### config.mk
export PLATFORM = sky130hd
export DESIGN_NAME = pc_stack_unit
export DESIGN_NICKNAME = d
export VERILOG_FILES = /design/src/rtl/pc_stack_unit.sv
export SDC_FILE = /design/constraint.sdc
export NUM_CORES = 1
export LEC_CHECK = 0
export CORE_MARGIN = 5
export CORE_UTILIZATION = 63
export CTS_CLUSTER_SIZE = 16
export DETAILED_ROUTE_END_ITERATION = 10
export PLACE_DENSITY = 0.83
export SYNTH_ARGS = -nofsm -noshare
export SYNTH_HDL_FRONTEND = slang
export SYNTH_SLANG_ARGS = --single-unit
### constraint.sdc
create_clock -name clk -period 3.9 [get_ports clk]
set_input_delay 0.39 -clock clk [delete_from_list [all_inputs] [get_ports clk]]
set_output_delay 0.39 -clock clk [all_outputs]
set_load 0.005 [all_outputs]
### src/rtl/pc_stack_unit.sv
// Program counter with conditional jump, relative branch and CALL/RET.
// Return addresses live in a small LIFO with sticky overflow/underflow flag.
module pc_stack_unit #(
    parameter int ADDR_W     = 10,
    parameter int DISP_W     = 8,
    parameter int DEPTH      = 8,
    parameter int SP_W       = 4,
    parameter int RESET_ADDR = 0
) (
    input  logic              clk,
    input  logic              reset,
    input  logic              pc_en,
    input  logic [2:0]        pc_op,
    input  logic              cond,
    input  logic [ADDR_W-1:0] pc_in,
    input  logic [DISP_W-1:0] disp,
    output logic [ADDR_W-1:0] pc_out,
    output logic [SP_W-1:0]   sp_depth,
    output logic              stack_full,
    output logic              stack_empty,
    output logic              stack_err
);

    localparam logic [2:0] OP_INC    = 3'd0;
    localparam logic [2:0] OP_JUMP   = 3'd1;
    localparam logic [2:0] OP_BRANCH = 3'd2;
    localparam logic [2:0] OP_CALL   = 3'd3;
    localparam logic [2:0] OP_RET    = 3'd4;

    localparam logic [ADDR_W-1:0] RST_PC = ADDR_W'(RESET_ADDR);
    localparam logic [SP_W-1:0]   SP_MAX = SP_W'(DEPTH);

    logic [ADDR_W-1:0] pc_q, pc_d;
    logic [SP_W-1:0]   sp_q, sp_d;
    logic              err_q, err_d;
    logic [ADDR_W-1:0] stack_q [DEPTH];

    logic [ADDR_W-1:0] disp_ext;
    logic [ADDR_W-1:0] pc_inc;
    logic [ADDR_W-1:0] top;
    logic [SP_W-1:0]   sp_m1;
    logic              full, empty;
    logic              push;

    // Displacement sign-extended (or truncated) to the PC width.
    if (DISP_W >= ADDR_W) begin : g_trunc
        assign disp_ext = disp[ADDR_W-1:0];
    end else begin : g_sext
        assign disp_ext = {{(ADDR_W - DISP_W){disp[DISP_W-1]}}, disp};
    end

    assign pc_inc = pc_q + ADDR_W'(1);
    assign sp_m1  = sp_q - SP_W'(1);
    assign full   = (sp_q == SP_MAX);
    assign empty  = (sp_q == '0);

    // Read the top-of-stack entry selected by the depth counter.
    always_comb begin
        top = '0;
        for (int i = 0; i < DEPTH; i++) begin
            if (sp_m1 == SP_W'(i)) top = stack_q[i];
        end
    end

    // Next-state decode for PC, depth and error flag.
    always_comb begin
        pc_d  = pc_q;
        sp_d  = sp_q;
        err_d = err_q;
        push  = 1'b0;
        if (pc_en) begin
            case (pc_op)
                OP_INC:    pc_d = pc_inc;
                OP_JUMP:   pc_d = cond ? pc_in : pc_inc;
                OP_BRANCH: pc_d = cond ? pc_q + disp_ext : pc_inc;
                OP_CALL: begin
                    if (full) begin
                        err_d = 1'b1;
                    end else begin
                        push = 1'b1;
                        sp_d = sp_q + SP_W'(1);
                        pc_d = pc_in;
                    end
                end
                OP_RET: begin
                    if (empty) begin
                        err_d = 1'b1;
                    end else begin
                        sp_d = sp_m1;
                        pc_d = top;
                    end
                end
                default: ;
            endcase
        end
    end

    // Control state registers with synchronous reset.
    always_ff @(posedge clk) begin
        if (reset) begin
            pc_q  <= RST_PC;
            sp_q  <= '0;
            err_q <= 1'b0;
        end else begin
            pc_q  <= pc_d;
            sp_q  <= sp_d;
            err_q <= err_d;
        end
    end

    // Return-address storage; contents need no reset.
    always_ff @(posedge clk) begin
        for (int i = 0; i < DEPTH; i++) begin
            if (!reset && push && sp_q == SP_W'(i)) stack_q[i] <= pc_inc;
        end
    end

    assign pc_out      = pc_q;
    assign sp_depth    = sp_q;
    assign stack_full  = full;
    assign stack_empty = empty;
    assign stack_err   = err_q;

endmodule

pinout.png
Scale: 4 px per um. Pins as bars across the die edge, other pins in gray.
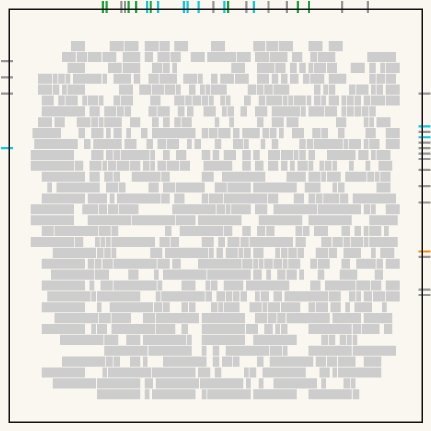
| color | port | pins | direction | edge |
|---|---|---|---|---|
| cyan | pc_in | 10 | input | 7 north, 2 east, 1 west |
| green | disp | 8 | input | north |
| orange | stack_full | 1 | output | east |
all pins by edge: 23 north, 15 east, 4 west

placed.png
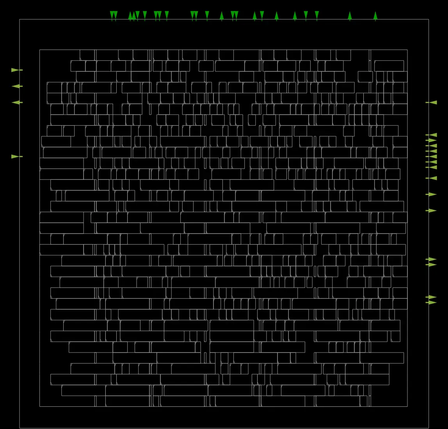
flop count: 95
Fillers: 595
Util after Layout: 73.7%

==> results.ini <==
[status]
status = completed

[die]
core_um2 = 8300
fp.dieH_um = 103
dieWidth_um = 103
ios = 42

[timing]
clock.fmax_ghz = 0.307
slew_violations = 0
fin_setup_tns_ns = 0

[yosys]
synth.logic.top_family = AND-OR/OR-AND gates
top_cell_area_share_pct = 44.2

[worst_setup_path]
critPathMaxFanout = 14
crit_path_cell_trace = inv_1 > ha_1 > nor2b_2 > a21oi_2 > o21ai_1 > o21ai_0 > o2111a_1 > a2111oi_0 > a211oi_1
crit_path_end = pc_out[5]$_SDFFE_PP0P_
cp-start-kind = flop
r2r-end = pc_out[5]$_SDFFE_PP0P_
r2r_setup_slack_ns = 0.64
crit_type = flop to flop

[global_routing]
grt_pass1_wl_mm = 23.5
grt_pass1_vias = 4343

[drt]
ant_nets = 0
drt_iter0_markers = 522
vias_per_cell = 6.86

[placement]
hpwl_mm = 10.6
dp_worst_setup_slack_ns = 0.711
portBuffers = 41

[final_layout]
nMultiInputCombCells = 399
comb_share_pct = 41.5
logic_area_um2 = 2540
register_area_um2 = 2700
lay_top_cells = edfxtp_1, nand2_1, a21oi_1, nor2_1, clkdlybuf4s50_1
clkbuf_count = 9

[clocking]
h-tree-depth = 3
cts_root_buffer = clkbuf_8
cts_sinks = 95
cts_buffers = 9

[power]
p_int_w = 0.00151
power_leakage_nw = 2.09

port_trees.png
Scale: 3 px per um.
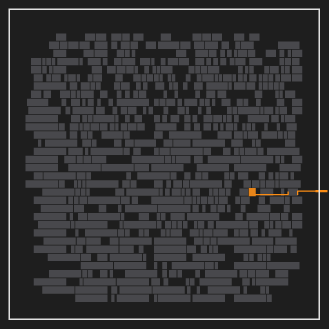
| color | port | bits | direction | end cells | buffers | wire |
|---|---|---|---|---|---|---|
| orange | stack_full | 1 | output | 1 | 1 | 19.9 um |

sizing.png
Scale: 4 px per um.
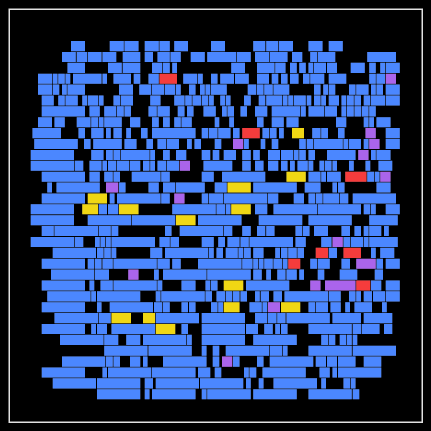
| color | size | cells | share |
|---|---|---|---|
| red | x2 | 7 | 1.2% |
| purple | x3 and x4 | 16 | 2.8% |
| blue | x1 and smaller | 539 | 94% |
| yellow | x6 and larger | 14 | 2.4% |

==> metrics by stage <==
stage / util [%] / hold WS (ns) / total power, W
after floorplan: - / 0.442 / 0.00138
after global placement: 71.3 / 0.436 / 0.00150
after detailed placement: 71.3 / 0.438 / 0.00151
after CTS: 73.7 / 0.454 / 0.00213
after global routing: 73.7 / 0.484 / 0.00222
final: 73.7 / 0.452 / 0.00214
==> per-layer routing <==
layer	up-vias	global-route usage, %	share of wire (%)
li1	2137	-	-
met1	2218	42.7	41
met2	285	46.3	46
met3	29	6.22	11
met4	0	8.37	2.0
met5	-	0	0
==> flip-flops by register name, indices dropped and copies added (netlist names) <==
| signal | count |
|---|---|
| stack_q | 80 |
| stack_err | 1 |
| sp_depth | 4 |
| pc_out | 10 |
Power and IR drop assume default switching activity.
